File: src/rtl/gnss_pps_pkg.sv
// Shared definitions for the GNSS PPS blocks: pps_capture register map, FSM states and
// STATUS/CTRL bit positions.
package gnss_pps_pkg;

    localparam logic [5:0] PPS_CAP_CTRL        = 6'd0;
    localparam logic [5:0] PPS_CAP_STATUS      = 6'd1;
    localparam logic [5:0] PPS_CAP_MIN_PERIOD  = 6'd2;
    localparam logic [5:0] PPS_CAP_MAX_PERIOD  = 6'd3;
    localparam logic [5:0] PPS_CAP_FIFO_DATA   = 6'd4;
    localparam logic [5:0] PPS_CAP_LAST_PERIOD = 6'd5;
    localparam logic [5:0] PPS_CAP_FREE_COUNT  = 6'd6;

    localparam int unsigned CTRL_ENABLE_BIT  = 0;
    localparam int unsigned CTRL_POLAR_BIT   = 1;
    localparam int unsigned CTRL_INT_EN_BIT  = 2;

    localparam int unsigned STAT_LOCKED_BIT  = 3;
    localparam int unsigned STAT_MISSING_BIT = 4;
    localparam int unsigned STAT_OVF_BIT     = 5;

    typedef enum logic [1:0] {
        StIdle,
        StAcquire,
        StTrack,
        StLocked
    } pps_cap_state_e;

    // STATUS only has room for a 3-bit occupancy field.
    function automatic logic [2:0] sat_cnt3(input int unsigned cnt);
        return (cnt > 7) ? 3'd7 : cnt[2:0];
    endfunction

endpackage

File: src/rtl/pps_cap_fifo.sv
// Synchronous timestamp FIFO with occupancy count; pushes while full are refused unless a
// pop happens in the same cycle.
module pps_cap_fifo #(
    parameter int unsigned FIFO_DEPTH = 4,
    parameter int unsigned WIDTH      = 32
) (
    input  logic                          clk,
    input  logic                          rst_b,
    input  logic                          flush,
    input  logic                          push,
    input  logic [WIDTH-1:0]              push_data,
    input  logic                          pop,
    output logic [WIDTH-1:0]              rd_data,
    output logic [$clog2(FIFO_DEPTH):0]   count,
    output logic                          full,
    output logic                          empty
);

    localparam int unsigned AW = $clog2(FIFO_DEPTH);
    localparam logic [AW:0] FULL_CNT = (AW + 1)'(FIFO_DEPTH);

    logic [WIDTH-1:0] mem_q [FIFO_DEPTH];
    logic [AW-1:0]    wr_ptr_q, rd_ptr_q;
    logic [AW:0]      cnt_q;
    logic             push_ok, pop_ok;

    assign full    = (cnt_q == FULL_CNT);
    assign empty   = (cnt_q == '0);
    assign pop_ok  = pop & ~empty;
    assign push_ok = push & (~full | pop_ok);
    assign rd_data = mem_q[rd_ptr_q];
    assign count   = cnt_q;

    always_ff @(posedge clk or negedge rst_b) begin
        if (!rst_b) begin
            wr_ptr_q <= '0;
            rd_ptr_q <= '0;
            cnt_q    <= '0;
        end else if (flush) begin
            wr_ptr_q <= '0;
            rd_ptr_q <= '0;
            cnt_q    <= '0;
        end else begin
            if (push_ok) wr_ptr_q <= wr_ptr_q + 1'b1;
            if (pop_ok)  rd_ptr_q <= rd_ptr_q + 1'b1;
            if (push_ok && !pop_ok)      cnt_q <= cnt_q + 1'b1;
            else if (pop_ok && !push_ok) cnt_q <= cnt_q - 1'b1;
        end
    end

    always_ff @(posedge clk) begin
        if (push_ok && !flush) mem_q[wr_ptr_q] <= push_data;
    end

endmodule

File: src/rtl/pps_capture.sv
// External PPS timestamping, period window check and lock tracking with host-readable FIFO.
// Optional glitch filter on the synchronized input: define PPS_CAP_FILTER_EN.
module pps_capture
    import gnss_pps_pkg::*;
#(
    parameter int unsigned FIFO_DEPTH = 4,
    parameter int unsigned LOCK_CNT   = 3,
    parameter int unsigned FILTER_LEN = 4
) (
    input  logic        clk,
    input  logic        rst_b,
    input  logic        host_cs,
    input  logic        host_rd,
    input  logic        host_wr,
    input  logic [5:0]  host_addr,
    input  logic [31:0] host_d4wt,
    output logic [31:0] host_d4rd,
    input  logic        pps_in,
    output logic        pps_cap_irq,
    output logic        pps_locked
);

    localparam int unsigned GW = $clog2(LOCK_CNT + 1);
    localparam logic [GW-1:0] LOCK_TGT = GW'(LOCK_CNT);

    if (FILTER_LEN < 1 || LOCK_CNT < 1) begin : g_param_check
        $error("pps_capture: FILTER_LEN and LOCK_CNT must be at least 1");
    end

    logic enable_q, polar_q, int_en_q;
    logic [31:0] min_q, max_q, free_cnt_q, last_cap_q, last_period_q, since_edge_q, period;
    logic ovf_q, missing_q, ovf_set, missing_set, period_upd;
    logic [1:0] sync_q;
    logic raw_lvl, lvl, lvl_prev_q, edge_q, in_win, timeout;
    logic [GW-1:0] good_cnt_q, good_d, good_inc;
    pps_cap_state_e state_q, state_d;

    logic wr_en, status_wr, flush, push, pop;
    logic [31:0] fifo_rd_data;
    logic [$clog2(FIFO_DEPTH):0] fifo_cnt;
    logic fifo_full, fifo_empty;

    assign wr_en     = host_cs & host_wr;
    assign status_wr = wr_en & (host_addr == PPS_CAP_STATUS);
    assign flush     = wr_en & (host_addr == PPS_CAP_CTRL) & ~host_d4wt[CTRL_ENABLE_BIT];
    assign pop       = host_cs & host_rd & (host_addr == PPS_CAP_FIFO_DATA) & ~fifo_empty;
    assign push      = edge_q & enable_q & (state_q != StIdle);
    assign ovf_set   = push & fifo_full & ~pop;

    always_ff @(posedge clk or negedge rst_b) begin
        if (!rst_b) begin
            enable_q <= 1'b0;
            polar_q  <= 1'b0;
            int_en_q <= 1'b0;
            min_q    <= '0;
            max_q    <= '0;
        end else if (wr_en) begin
            case (host_addr)
                PPS_CAP_CTRL: begin
                    enable_q <= host_d4wt[CTRL_ENABLE_BIT];
                    polar_q  <= host_d4wt[CTRL_POLAR_BIT];
                    int_en_q <= host_d4wt[CTRL_INT_EN_BIT];
                end
                PPS_CAP_MIN_PERIOD: min_q <= host_d4wt;
                PPS_CAP_MAX_PERIOD: max_q <= host_d4wt;
                default: ;
            endcase
        end
    end

    assign raw_lvl = sync_q[1] ^ polar_q;

`ifdef PPS_CAP_FILTER_EN
    localparam int unsigned FCW = $clog2(FILTER_LEN + 1);
    localparam logic [FCW-1:0] FILT_LAST = FCW'(FILTER_LEN - 1);

    logic           filt_q;
    logic [FCW-1:0] filt_cnt_q;

    // Level flips only once FILTER_LEN consecutive samples disagree with it.
    always_ff @(posedge clk or negedge rst_b) begin
        if (!rst_b) begin
            filt_q     <= 1'b0;
            filt_cnt_q <= '0;
        end else if (raw_lvl == filt_q) begin
            filt_cnt_q <= '0;
        end else if (filt_cnt_q == FILT_LAST) begin
            filt_q     <= raw_lvl;
            filt_cnt_q <= '0;
        end else begin
            filt_cnt_q <= filt_cnt_q + 1'b1;
        end
    end

    assign lvl = filt_q;
`else
    assign lvl = raw_lvl;
`endif

    assign period   = free_cnt_q - last_cap_q;
    assign in_win   = (period >= min_q) && (period <= max_q);
    assign timeout  = (since_edge_q > max_q);
    assign good_inc = good_cnt_q + 1'b1;

    always_ff @(posedge clk or negedge rst_b) begin
        if (!rst_b) begin
            sync_q        <= '0;
            lvl_prev_q    <= 1'b0;
            edge_q        <= 1'b0;
            free_cnt_q    <= '0;
            last_cap_q    <= '0;
            last_period_q <= '0;
            since_edge_q  <= '0;
            good_cnt_q    <= '0;
            state_q       <= StIdle;
            ovf_q         <= 1'b0;
            missing_q     <= 1'b0;
        end else begin
            sync_q     <= {sync_q[0], pps_in};
            lvl_prev_q <= lvl;
            edge_q     <= lvl & ~lvl_prev_q;
            free_cnt_q <= free_cnt_q + 1'b1;
            if (edge_q) begin
                last_cap_q   <= free_cnt_q;
                since_edge_q <= '0;
            end else if (since_edge_q != '1) begin
                since_edge_q <= since_edge_q + 1'b1;
            end
            if (period_upd) last_period_q <= period;
            good_cnt_q <= good_d;
            state_q    <= state_d;
            // A set in the same cycle as a write-1-to-clear wins.
            ovf_q     <= (ovf_q & ~(status_wr & host_d4wt[STAT_OVF_BIT])) | ovf_set;
            missing_q <= (missing_q & ~(status_wr & host_d4wt[STAT_MISSING_BIT])) | missing_set;
        end
    end

    always_comb begin
        state_d     = state_q;
        good_d      = good_cnt_q;
        missing_set = 1'b0;
        period_upd  = 1'b0;
        unique case (state_q)
            StIdle: if (enable_q) state_d = StAcquire;
            StAcquire: begin
                if (edge_q) begin
                    state_d = StTrack;
                    good_d  = '0;
                end
            end
            StTrack, StLocked: begin
                if (edge_q) begin
                    period_upd = 1'b1;
                    if (!in_win) begin
                        good_d  = '0;
                        state_d = StTrack;
                    end else if (state_q == StTrack) begin
                        good_d = good_inc;
                        if (good_inc == LOCK_TGT) state_d = StLocked;
                    end
                end else if (timeout) begin
                    state_d     = StAcquire;
                    good_d      = '0;
                    missing_set = 1'b1;
                end
            end
            default: state_d = StIdle;
        endcase
        if (!enable_q) begin
            state_d     = StIdle;
            missing_set = 1'b0;
            period_upd  = 1'b0;
        end
        if (!enable_q || flush) good_d = '0;
    end

    pps_cap_fifo #(
        .FIFO_DEPTH(FIFO_DEPTH),
        .WIDTH     (32)
    ) u_fifo (
        .clk      (clk),
        .rst_b    (rst_b),
        .flush    (flush),
        .push     (push),
        .push_data(free_cnt_q),
        .pop      (pop),
        .rd_data  (fifo_rd_data),
        .count    (fifo_cnt),
        .full     (fifo_full),
        .empty    (fifo_empty)
    );

    assign pps_locked  = (state_q == StLocked);
    assign pps_cap_irq = int_en_q & ((fifo_cnt != '0) | missing_q);

    always_comb begin
        host_d4rd = '0;
        case (host_addr)
            PPS_CAP_CTRL:        host_d4rd = {29'd0, int_en_q, polar_q, enable_q};
            PPS_CAP_STATUS:      host_d4rd = {26'd0, ovf_q, missing_q, pps_locked,
                                              sat_cnt3(32'(fifo_cnt))};
            PPS_CAP_MIN_PERIOD:  host_d4rd = min_q;
            PPS_CAP_MAX_PERIOD:  host_d4rd = max_q;
            PPS_CAP_FIFO_DATA:   host_d4rd = fifo_empty ? 32'd0 : fifo_rd_data;
            PPS_CAP_LAST_PERIOD: host_d4rd = last_period_q;
            PPS_CAP_FREE_COUNT:  host_d4rd = free_cnt_q;
            default:             host_d4rd = '0;
        endcase
    end

endmodule

File: config.mk
export PLATFORM = sky130hd
export DESIGN_NAME = pps_capture
export DESIGN_NICKNAME = d
export VERILOG_FILES = /design/src/rtl/gnss_pps_pkg.sv /design/src/rtl/pps_cap_fifo.sv /design/src/rtl/pps_capture.sv
export SDC_FILE = /design/constraint.sdc
export NUM_CORES = 1
export LEC_CHECK = 0
export CAP_MARGIN = 20
export CORE_MARGIN = 4
export CORE_UTILIZATION = 35
export CTS_BUF_LIST = sky130_fd_sc_hd__clkbuf_16
export CTS_CLUSTER_DIAMETER = 60
export DETAILED_ROUTE_END_ITERATION = 8
export GPL_ROUTABILITY_DRIVEN = 1
export HOLD_SLACK_MARGIN = 0.02
export PLACE_DENSITY_LB_ADDON = 0.1
export SETUP_SLACK_MARGIN = 0.2
export SLEW_MARGIN = 10
export SYNTH_ARGS = -nofsm -noshare
export SYNTH_HDL_FRONTEND = slang
export SYNTH_SLANG_ARGS = --single-unit
File: constraint.sdc
create_clock -name clk -period 8.3 [get_ports clk]
set_input_delay 2.49 -clock clk [delete_from_list [all_inputs] [get_ports clk]]
set_output_delay 2.49 -clock clk [all_outputs]
set_load 0.01 [all_outputs]
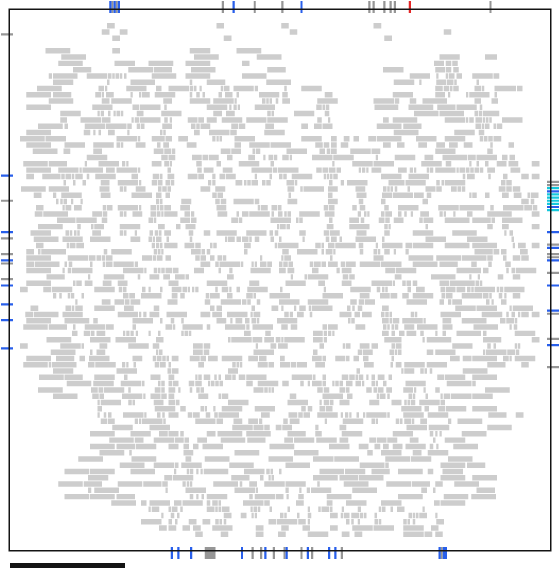
*Pin placement*
Scale bar: 50 um. Pins as bars across the die edge, other pins in grey.
| colour | port | pins | direction | edge |
|---|---|---|---|---|
| blue | host_d4rd | 32 | output | 12 south, 8 east, 7 west, 5 north |
| red | pps_cap_irq | 1 | output | north |
| cyan | host_addr | 6 | input | east |

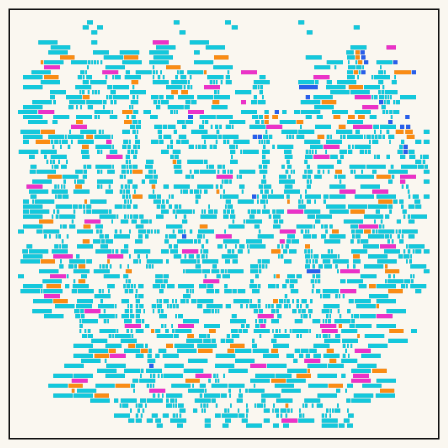
*Sizing map*
| colour | size | cells |
|---|---|---|
| orange | _2 cells | 103 |
| magenta | _6 and larger | 58 |
| cyan | _0 and _1 cells | 1528 |
| blue | _3 and _4 cells | 23 |

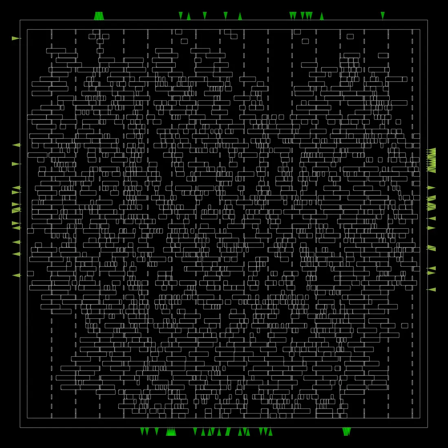
*Placement view*
flop count: 340
sequential share of cell area: 43.8%
Std-Cell Core Area: 50300 um2
Finished Core Util: 41.6%

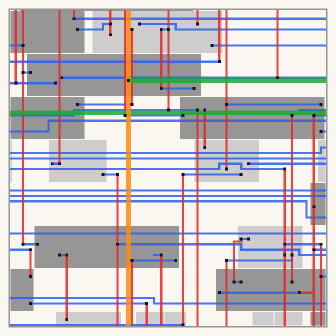
*Close-up of the layout*
Region (165, 165) to (185, 185) um. Cells in grey, sequential cells in the stronger grey; small squares are vias.
| colour | layer |
|---|---|
| orange | metal 4 |
| green | metal 3 |
| red | metal 2 |
| blue | metal 1 |
most frequent: dfrtp_1 (3), mux2_2 (2)
sequential cells in the window: 4
cells with their middle in the window: 8

==> GITHUB_STEP_SUMMARY <==
## PnR job results

| Metric | Value |
|---|---|
| CP Launch Type | input pin |
| Cell area leaders | dfrtp_1 30%, edfxtp_1 22%, ha_1 9.4% |
| Max stage delay cell, worst path | clkdlybuf4s50_1 |
| Synth Area in Compound Gates | 13.6% |
| Post-synth regs | 340 |
| Area grow syn2layout | 17.1% |
| Syn_area_per_cell | 11.2 um2 |
| DRC Markers | 0 |
| Die y size | 234 um |
| Syn. warnings | 0 |
| Sink Count | 340 |
| Die Size | 54700 um2 |
| Detailed Routing Iterations Pass 1 | 6 |
| Hold buffer count at cts | 0 |
| Tmin final | 7530 ps |
| Synth Area in Adders | 9.61% |
| FF+latch area | 9150 um2 |
| FP Core Util | 35.5% |
| Yosys xor share | 4.41% |
| Layout fillers | 4851 |
| Hold Violations, Final | 0 |
| Root Buffer | clkbuf_16 |
| First-pass GRT wire length | 78000 um |
| Share of layout cells above drive strength 1 | 10.7% |
| GP Congestion | 0.789 |
| Largest net degree at the start of global routing | 100 |
| Wirelength, routed | 50100 um |
| Gate Area | 8070 um2 |
| Final ANT Viol Nets | 0 |
| DR vias/cell | 5.25 |
| FFs w/ async S/R, synth | 62.4% |
| Outcome | finished, final reports clean |
| CTS clk-pin slew, worst paths | 60 ps |
| Sequential share of power | 40.7% |
| Die Wd | 234 um |
| Late-Pin Clk Latency | 570 ps |
| Worst Path Max Fanout | 33 |
| Flip-flops with a built-in enable | 128 |
| CTS buffer count | 45 |
| Basic Gates by Area | 10.8% |
| WP data arrival | 5040 ps |
| CP bufs+invs | 3 |
| CTS resizes | 0 |
| Max Fclk | 133 MHz |
| Number of max-cap violations | 0 |
| Largest logic family | AND-OR/OR-AND gates |
| Crit path kind | input pin to output pin |
| Max-slew violations | 0 |
| Dominant cell by count in the synthesized netlist | dfrtp_1 |
| Switching Fraction | 27.7% |
| Final tally of setup violations | 0 |
| Total nets after synthesis | 1774 |
| CP delay by family, top | buffers and inverters |
| Post-CTS Setup Inserts | 0 |
| Gate power share | 16.5% |
| Worst min-delay path class | flop to flop |
| Yosys stat chip area | 17900 um2 |
| Post-Syn Instances | 1594 |
| Cell taking the most area after synthesis | dfrtp_1 |
| Final #Nets | 1855 |
| Crit path DRT | 5810 ps |
| # IOs | 78 |
| Mapped cell area | 17900 um2 |
| H-tree lvl count | 2 |
| Relative slew margins | 33.5% |
| Clock skew | 14.6 ps |
| CTS max path bufs | 3 |
| Setup crit end kind | output pin |
| Largest register FFs | 128 |
| Top post-synthesis cells by count | 212 x dfrtp_1, 166 x nand2_1, 134 x ha_1 |
| Vias in the first global route | 12800 |
| Log Warnings | 29 |
| ANT cells | 0 |
| Sum Neg Setup Slack | 0 ps |
| RSZ-0062 raised after global routing | false |
| # Cells Yosys | 1594 |
| CTS tree | built |
| 1st-iter DRT viols | 914 |
| Seq share, synth | 51.2% |
| Clock Power Share | 42.9% |
| GRT Overall Usage | 18.7% |
| Leak | 9.49 nW |
| PD cells | 218 nW/um2 |
| Row Count | 82 |
| P_sw | 0.00126 W |
| Post-DR wirelength/cell | 21.0 um |
| Max incr delay on CP | 540 ps |
| MUX area fraction | 6.57% |
==> metrics by stage <==
| stage | total power [W] | hold WS, ps | instance area (um2) | instances | worst slack [ps] |
|---|---|---|---|---|---|
| 2_1_floorplan | 0.00238 | 331 | 17900 | 1594 | 1900 |
| 3_3_place_gp | 0.00264 | 341 | 19400 | 2300 | 893 |
| 3_5_place_dp | 0.00265 | 344 | 19400 | 2300 | 771 |
| 4_1_cts | 0.00463 | 357 | 20900 | 2384 | 766 |
| 5_1_grt | 0.00480 | 367 | 20900 | 2384 | 532 |
| 6_report | 0.00456 | 352 | 20900 | 2384 | 766 |
==> power groups by stage <==
stage	clock network (W)	registers, W	logic [W]
floorplan	0	0.00186	0.000515
global placement	0	0.00188	0.000751
detailed placement	0	0.00188	0.000763
CTS	0.00201	0.00185	0.000767
global route	0.00208	0.00186	0.000860
finish	0.00195	0.00185	0.000751
==> layout make-up <==
class / instances / area share (%)
Clock buffer: 47 / 5.62
Multi-Input combinational cell: 1074 / 38.6
Clock inverter: 37 / 1.54
Inverter: 119 / 2.14
Timing Repair Buffer: 95 / 4.35
Sequential cell: 340 / 43.8
Tap cell: 672 / 4.02
==> worst paths after layout <==
path	startpoint	slack, ps	to	cells after the start
min	sync_q[0]	350	sync_q[1]	0
max reg2reg	free_cnt_q[0]	2000	good_cnt_q[1]	20
max in group asynchronous	rst_b	4960	max_q[18]	2
min reg2reg	sync_q[0]	350	sync_q[1]	0
max	host_addr[2]	770	host_d4rd[21]	7
min in group asynchronous	rst_b	1900	u_fifo.wr_ptr_q[0]	1
==> layout by cell type (no fill, tap or decap), drive strengths merged, types with 9 or more instances in the layout <==
| cell type | netlist | final |
|---|---|---|
| buf | 6 | 19 |
| and3 | 20 | 20 |
| nand2b | 10 | 10 |
| nand2 | 166 | 166 |
| mux4 | 32 | 32 |
| o21a | 9 | 9 |
| nand3 | 41 | 41 |
| a21oi | 54 | 54 |
| o21ai | 130 | 130 |
| clkbuf | 55 | 47 |
| dfrtp | 212 | 212 |
| clkdlybuf4s50 | 0 | 76 |
| nand4 | 38 | 38 |
| nor2 | 75 | 75 |
| a21o | 54 | 54 |
| mux2 | 34 | 34 |
| a22oi | 42 | 42 |
| a222oi | 26 | 26 |
| inv | 119 | 130 |
| xnor2 | 52 | 52 |
| xor2 | 38 | 38 |
| clkinv | 0 | 19 |
| ha | 134 | 134 |
| edfxtp | 128 | 128 |
| and2 | 9 | 9 |
| nor3 | 14 | 14 |
==> metal layers <==
| metal | up-vias | routed length, um | GRT usage (%) |
|---|---|---|---|
| li1 | 5987 | - | - |
| met1 | 6237 | 23200 | 25.9 |
| met2 | 223 | 23700 | 30.3 |
| met3 | 70 | 1820 | 2.50 |
| met4 | 0 | 1430 | 6.20 |
| met5 | - | 0 | 0 |
==> cells by family after synthesis <==
group	after synthesis
AND-OR/OR-AND	364
XOR/XNOR	90
adder cells (fa/ha/maj)	136
buffers and inverters	180
flip-flops	340
multiplexers	73
AND/OR/NAND/NOR	411
No activity file was given, so power comes from the tool's default toggle rates.
